$ cat src/rtl/prog_loader.sv
// Boot-time program loader: decodes SYNC/ADDR/LEN/DATA/CSUM frames from a host byte
// stream, writes the payload into CPU RAM and holds the CPU in reset until a good frame lands.
module prog_loader #(
    parameter int          ADDR_W         = 8,
    parameter logic [7:0]  SYNC_BYTE      = 8'hA5,
    parameter int          TIMEOUT_CYCLES = 1024
) (
    input  logic              clk,
    input  logic              reset,
    input  logic [7:0]        s_data,
    input  logic              s_valid,
    output logic              s_ready,
    output logic              mem_we,
    output logic [ADDR_W-1:0] mem_addr,
    output logic [7:0]        mem_wdata,
    output logic              cpu_reset,
    output logic              busy,
    output logic              load_done,
    output logic              load_err,
    output logic              err_timeout
);

    localparam int TO_W = (TIMEOUT_CYCLES > 1) ? $clog2(TIMEOUT_CYCLES) : 1;
    localparam logic [TO_W-1:0] TO_LAST = TO_W'(TIMEOUT_CYCLES - 1);

    typedef enum logic [2:0] {
        S_IDLE,
        S_ADDR,
        S_LEN,
        S_DATA,
        S_CSUM
    } state_t;

    state_t            state_q, state_d;
    logic [ADDR_W-1:0] addr_q, addr_d;
    logic [8:0]        cnt_q, cnt_d;
    logic [7:0]        csum_q, csum_d;
    logic [TO_W-1:0]   tcnt_q, tcnt_d;

    logic              mem_we_d, cpu_reset_d, load_done_d, load_err_d, err_timeout_d;
    logic [ADDR_W-1:0] mem_addr_d;
    logic [7:0]        mem_wdata_d;

    logic       accept;
    logic [7:0] sum;

    assign accept = s_valid && s_ready;
    assign sum    = csum_q + s_data;
    assign busy   = (state_q != S_IDLE);

    // NOTE: every signal assigned here gets a default first, so no path can infer a latch.
    always_comb begin
        state_d       = state_q;
        addr_d        = addr_q;
        cnt_d         = cnt_q;
        csum_d        = csum_q;
        tcnt_d        = tcnt_q;
        mem_we_d      = 1'b0;
        mem_addr_d    = mem_addr;
        mem_wdata_d   = mem_wdata;
        cpu_reset_d   = cpu_reset;
        load_done_d   = 1'b0;
        load_err_d    = 1'b0;
        err_timeout_d = err_timeout;

        // Idle-gap watchdog; an accepted byte and an expiry are mutually exclusive.
        if (state_q != S_IDLE) begin
            if (accept) begin
                tcnt_d = '0;
            end else if (TIMEOUT_CYCLES != 0 && tcnt_q == TO_LAST) begin
                tcnt_d        = '0;
                load_err_d    = 1'b1;
                err_timeout_d = 1'b1;
                state_d       = S_IDLE;
            end else begin
                tcnt_d = tcnt_q + TO_W'(1);
            end
        end

        if (accept) begin
            unique case (state_q)
                S_IDLE: begin
                    if (s_data == SYNC_BYTE) begin
                        csum_d      = '0;
                        tcnt_d      = '0;
                        cpu_reset_d = 1'b1;
                        state_d     = S_ADDR;
                    end
                end
                S_ADDR: begin
                    addr_d  = ADDR_W'(s_data);
                    csum_d  = sum;
                    state_d = S_LEN;
                end
                S_LEN: begin
                    cnt_d   = (s_data == 8'd0) ? 9'd256 : {1'b0, s_data};
                    csum_d  = sum;
                    state_d = S_DATA;
                end
                S_DATA: begin
                    mem_we_d    = 1'b1;
                    mem_addr_d  = addr_q;
                    mem_wdata_d = s_data;
                    addr_d      = addr_q + ADDR_W'(1);
                    csum_d      = sum;
                    cnt_d       = cnt_q - 9'd1;
                    if (cnt_q == 9'd1) state_d = S_CSUM;
                end
                S_CSUM: begin
                    if (sum == 8'd0) begin
                        load_done_d = 1'b1;
                        cpu_reset_d = 1'b0;
                    end else begin
                        load_err_d    = 1'b1;
                        err_timeout_d = 1'b0;
                    end
                    state_d = S_IDLE;
                end
                default: state_d = S_IDLE;
            endcase
        end
    end

    // NOTE: sequential state uses non-blocking assignments only, so every register samples pre-edge values.
    always_ff @(posedge clk) begin
        if (reset) begin
            state_q     <= S_IDLE;
            addr_q      <= '0;
            cnt_q       <= '0;
            csum_q      <= '0;
            tcnt_q      <= '0;
            s_ready     <= 1'b0;
            mem_we      <= 1'b0;
            mem_addr    <= '0;
            mem_wdata   <= '0;
            cpu_reset   <= 1'b1;
            load_done   <= 1'b0;
            load_err    <= 1'b0;
            err_timeout <= 1'b0;
        end else begin
            state_q     <= state_d;
            addr_q      <= addr_d;
            cnt_q       <= cnt_d;
            csum_q      <= csum_d;
            tcnt_q      <= tcnt_d;
            s_ready     <= 1'b1;
            mem_we      <= mem_we_d;
            mem_addr    <= mem_addr_d;
            mem_wdata   <= mem_wdata_d;
            cpu_reset   <= cpu_reset_d;
            load_done   <= load_done_d;
            load_err    <= load_err_d;
            err_timeout <= err_timeout_d;
        end
    end

endmodule

$ cat config.mk
export PLATFORM = sky130hd
export DESIGN_NAME = prog_loader
export DESIGN_NICKNAME = d
export VERILOG_FILES = /design/src/rtl/prog_loader.sv
export SDC_FILE = /design/constraint.sdc
export NUM_CORES = 1
export LEC_CHECK = 0
export ABC_AREA = 0
export CAP_MARGIN = 10
export CORE_MARGIN = 3
export CORE_UTILIZATION = 60
export DETAILED_ROUTE_END_ITERATION = 10
export GPL_TIMING_DRIVEN = 0
export PLACE_DENSITY = 0.95
export SKIP_LAST_GASP = 1
export SLEW_MARGIN = 20
export SYNTH_ARGS = -nofsm -noshare
export SYNTH_HDL_FRONTEND = slang
export SYNTH_SLANG_ARGS = --single-unit
export TNS_END_PERCENT = 20
$ cat constraint.sdc
create_clock -name clk -period 3.8 [get_ports clk]
set_clock_uncertainty 0.15 [all_clocks]
set_input_delay 0.38 -clock clk [delete_from_list [all_inputs] [get_ports clk]]
set_output_delay 0.38 -clock clk [all_outputs]
set_load 0.005 [all_outputs]
Run 1, the clock network:
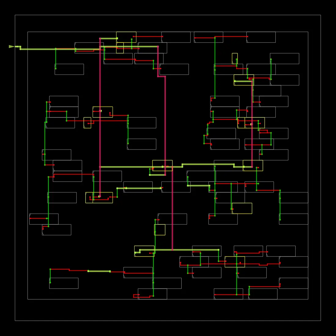
clock buffers: 11
Clk. pwr: 498 uW
Seq cells: 60
TritonCTS buffer count: 9

Run 1, local utilization:
Scale: 4 px per micron. The die is cut into 8 by 8 equal tiles; black is low, pale yellow is high, 0 to 100% covered.
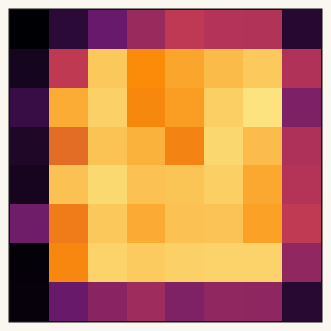
The densest ninth of the die: middle. 4.7% of the tiles are nearly empty. The emptiest ninth of the die: top left.
Initial Util: 63.7%
Core Area: 4850 sq um
final core occ: 75.7%

Run 1, pin placement:
Scale: 4 px per micron. Pins as bars across the die edge, other pins in gray.
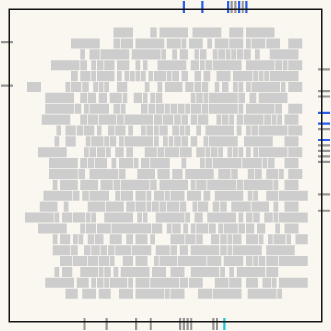
Key: blue = `mem_addr` [pins 8, direction output, edge 5 top, 3 right]; cyan = `load_err` [pins 1, direction output, edge bottom]
Die Ht: 77.7 microns
Die X: 77.7 microns
number of port buffers: 33

==> results.cfg, run 1 <==
; generated from flow reports
[setup_path]
critPathLaunchType = input port
critical_path.endpoint_type = flip-flop
crit_required_ps = 3940

[logic_synthesis]
edf_count = 0
yosysChipArea_sq_um = 3090
netlist_area_sq_um = 3090
synthTopCellsByCount = dfxtp_1 (60), nand2_1 (57), nor2_1 (55), a21oi_1 (42), o21ai_0 (20)
top_area_cell = dfxtp_1
yosysUniqueCellTypes = 58
numSynthFlops = 60
synth.most_common_cell = dfxtp_1
fp_nets = 412

[finish]
layout-drive-gt1-share_pct = 7.08
num_antenna_cells = 0
syn_to_final_growth_pct = 18.9

[timing]
holdWs_ps = 303
slew_headroom_pct = 55.6
tns_ps = 0
fmax_mhz = 337
setup_viol = 0

[die]
num_io_pins = 34
fp-row-count = 25

[grt]
grt_pass1_wl_microns = 13400
grt_overflow = 0
first_global_vias = 2825
track_usage_pct = 27.9

[place]
dp.cells = 489
globalplace.congestion = 0.907
dp_hpwl_microns = 5860

[power_and_ir_drop]
power_mw = 1.20
p_sw_uw = 295
vdd_drop_max_mv = 0.216
p_leak_nw = 1.33
sw_frac_of_total_pct = 24.6
comb_power_share_pct = 6.1

[routing]
routed_wl_microns = 8180
drtIter0Drc = 275
vias = 3104
drc = 0
first_pass_iters = 5
wire_per_inst_microns = 16.2
vias_per_cell = 6.15

[cts]
cts.path.max_buffers = 2
postCtsHoldBufs = 0
postCtsResizedCells = 0
cts.sinks = 60

[run_status]
status = completed
[run 1: registers in the layout (all words and copies together), names as in the netlist, 3 cells and up]
register	count
cnt_q	9
mem_addr	8
state_q	3
csum_q	8
tcnt_q	10
addr_q	8
mem_wdata	8
[run 1: routing by layer]
layer	wire (microns)	track usage [%]
met1	3310	34.4
met2	3840	45.3
met3	747	7.77
met4	290	12.5
met5	0	0
[run 1: kinds of logic after synthesis]
| group | after synthesis | share of synthesized area, % |
|---|---|---|
| flip-flops | 60 | 38.9 |
| XOR/XNOR | 11 | 3.12 |
| AND/OR/NAND/NOR | 173 | 27.0 |
| adder cells (fa/ha/maj) | 12 | 5.11 |
| AND-OR/OR-AND | 105 | 22.1 |
| buffers and inverters | 28 | 3.69 |
[run 1: cell usage in the layout, fill, tap and decap left out, types with 8 or more instances in the layout]
cell             instances
nor3_1                   9
clkbuf_1                12
dfxtp_1                 60
a21oi_1                 42
nand3_1                  8
xor2_1                  10
nor2_1                  55
o21ai_0                 20
ha_1                    11
inv_1                    9
clkbuf_8                10
clkdlybuf4s50_1         33
nand2_1                 57
[run 1: power by group through the flow]
stage | clock network (mW) | registers, mW | logic [mW]
2_1_floorplan | 0 | 0.644 | 0.0377
3_3_place_gp | 0 | 0.644 | 0.0682
3_5_place_dp | 0 | 0.644 | 0.0701
4_1_cts | 0.497 | 0.630 | 0.0705
5_1_grt | 0.526 | 0.630 | 0.0776
6_report | 0.498 | 0.630 | 0.0729
[run 1: metrics by stage]
step	cell area [sq um]	setup WS, ps
after floorplan	3090	1450
after global placement	3500	592
after detailed placement	3500	562
after CTS	3670	910
after global routing	3670	728
final	3670	835
[run 1: path summary, 6_finish.rpt]
path | slack (ps) | cells after the start | start | endpoint
worst max-delay path | 830 | 8 | s_data[0] | load_done
worst min-delay path | 300 | 2 | mem_wdata[1] | mem_wdata[1]
worst max register to register | 1260 | 7 | csum_q[0] | load_done
worst min register to register | 300 | 2 | mem_wdata[1] | mem_wdata[1]
[run 1: worst max-delay path, cell delays in order]
cell,delay (ps)
clkdlybuf4s50_1,580
ha_1,340
fa_1,420
a211oi_1,360
nor2_1,120
xor2_1,210
a2111oi_4,450
and4bb_1,230
[run 1: layout make-up]
type                            instances  area, sq um
Timing Repair Buffer                   33          330
Multi-Input combinational cell        301         1770
Tap cell                               67         83.8
Sequential cell                        60         1200
Fill cell                             333         1180
Buffer                                 19         80.1
Clock buffer                           11          141
Inverter                                9         33.8
Clock inverter                          5         27.5
Run 1, cell classes on the final placement:
Scale: 4 px per micron.
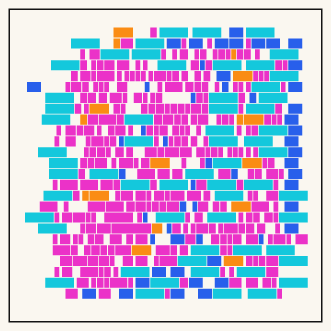

==> run 2: changes to the inputs <==
--- a/config.mk
+++ b/config.mk
@@ -8,10 +8,10 @@
 export ABC_AREA = 0
 export CAP_MARGIN = 10
 export CORE_MARGIN = 3
-export CORE_UTILIZATION = 60
+export CORE_UTILIZATION = 51
 export DETAILED_ROUTE_END_ITERATION = 10
 export GPL_TIMING_DRIVEN = 0
-export PLACE_DENSITY = 0.95
+export PLACE_DENSITY = 0.88
 export SKIP_LAST_GASP = 1
 export SLEW_MARGIN = 20
 export SYNTH_ARGS = -nofsm -noshare
==> constraint.sdc (replaced) <==
create_clock -name clk -period 2.66 [get_ports clk]
set_clock_uncertainty 0.15 [all_clocks]
set_input_delay 0.266 -clock clk [delete_from_list [all_inputs] [get_ports clk]]
set_output_delay 0.266 -clock clk [all_outputs]
set_load 0.005 [all_outputs]
Run 2, cell classes on the final placement:
Scale: 3 px per micron.
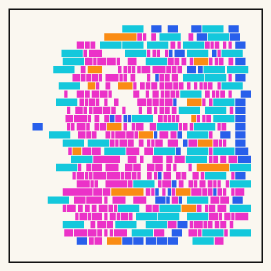
Key: blue = other buffers and delay cells [cells 52]; cyan = flops [cells 60]; orange = clock drivers and dummy loads [cells 16]; magenta = combinational and other logic [cells 310]
FP Rows: 27
flop share of the area: 31.7%

==> run 2 against run 1 <==
Compared with the run above: final cell count grew 0.99%; sequential power grew 43%; first-iteration DRC count grew 23%; sequential cell count is the same; global-route usage shrank 4.5 points; count of clock-buffer cells in the layout shrank 1; register-to-register slack lost 1100 ps; largest power group is now the clock network.
==> results.cfg, run 2 <==
; generated from flow reports
[run_status]
status = completed

[setup_path]
crit_buf_inv = 1
critPathLaunchType = input port
slowest_stage = clkdlybuf4s50_1
reg2reg_depth = 6
rr_endpoint = load_done
rr_startpoint = csum_q[0]

[logic_synthesis]
netlist_area_sq_um = 3090
top_area_cell = dfxtp_1
synth.most_common_cell = dfxtp_1

[power_and_ir_drop]
vdd_drop_max_mv = 0.330
power_mw = 2.02

[finish]
postLayoutCoreUtil_pct = 66.7
num_antenna_cells = 0
layout-drive-gt1-share_pct = 7.99
mi_logic_area_sq_um = 1800

[die]
fp_util_pct = 54.4
fp.dieW_microns = 83.8
num_io_pins = 34

[timing]
setup_viol = 0
fmax_mhz = 396
holdWs_ps = 202

[place]
globalplace.congestion = 0.951

[cts]
cts.sinks = 60

[routing]
vias = 3112
[run 2: how the worst min path moves through the flow]
stage                            start            to  slack, ps  depth (start not counted)
after floorplan                  reset       s_ready        220                          1
after global placement    mem_wdata[4]  mem_wdata[4]        290                          2
after detailed placement  mem_wdata[5]  mem_wdata[5]        300                          2
after CTS                    s_data[0]  mem_wdata[0]        290                          3
after global routing         s_data[1]  mem_wdata[1]        210                          3
final                        s_data[1]  mem_wdata[1]        200                          3
[run 2: power breakdown]
group / internal, mW / total, mW / switching, mW
combinational: 0.0383 / 0.105 / 0.0665
clock: 0.647 / 1.02 / 0.369
sequential: 0.899 / 0.900 / 0.000854
total: 1.58 / 2.02 / 0.437
[run 2: routing by layer]
metal | up-vias | part of all wire (%) | global-route usage [%]
met2 | 143 | 49 | 39.1
met5 | - | 0 | 0
li1 | 1485 | - | -
met4 | 0 | 2.3 | 13.2
met1 | 1464 | 42 | 28.2
met3 | 20 | 6.7 | 4.44
[run 2: layout make-up]
class / instances / share of cell area (%)
buffer: 19 / 2.12
clock buffer: 10 / 3.64
clock inverter: 6 / 2.94
inverter: 9 / 0.893
multi-input combinational: 301 / 47.5
sequential: 60 / 31.7
tap: 72 / 2.38
timing repair buffer: 33 / 8.83
[run 2: logic make-up (layout without fill, tap and decap cells)]
kind of cell / Yosys count / count (layout) / synth area share [%]
XOR/XNOR: 11 / 11 / 3.12
buffers and inverters: 28 / 77 / 3.69
adder cells (fa/ha/maj): 12 / 12 / 5.11
AND-OR/OR-AND: 105 / 105 / 22.1
flip-flops: 60 / 60 / 38.9
AND/OR/NAND/NOR: 173 / 173 / 27.0
[run 2: worst register-to-register path: stages, from the launching register on]
cell       delay [ps]
dfxtp_1           320
ha_1              230
fa_1              430
xor2_1            200
or3_1             370
a2111oi_4         460
and4bb_1          250
[run 2: what timing repair did]
item,in CTS,in global routing
setup endpoints to repair,4,4
pin swaps,1,1
gates resized,2,5
[run 2: through the flow]
step           area, sq um  std cells  TNS (ps)  setup WS (ps)
6_report              3780        510         0            138
3_3_place_gp          3510        494     -1970           -461
3_5_place_dp          3510        494     -2030           -473
2_1_floorplan         3090        389         0            408
4_1_cts               3760        510         0           32.2
5_1_grt               3780        510         0           43.7
No activity file was given, so power comes from the tool's default toggle rates.
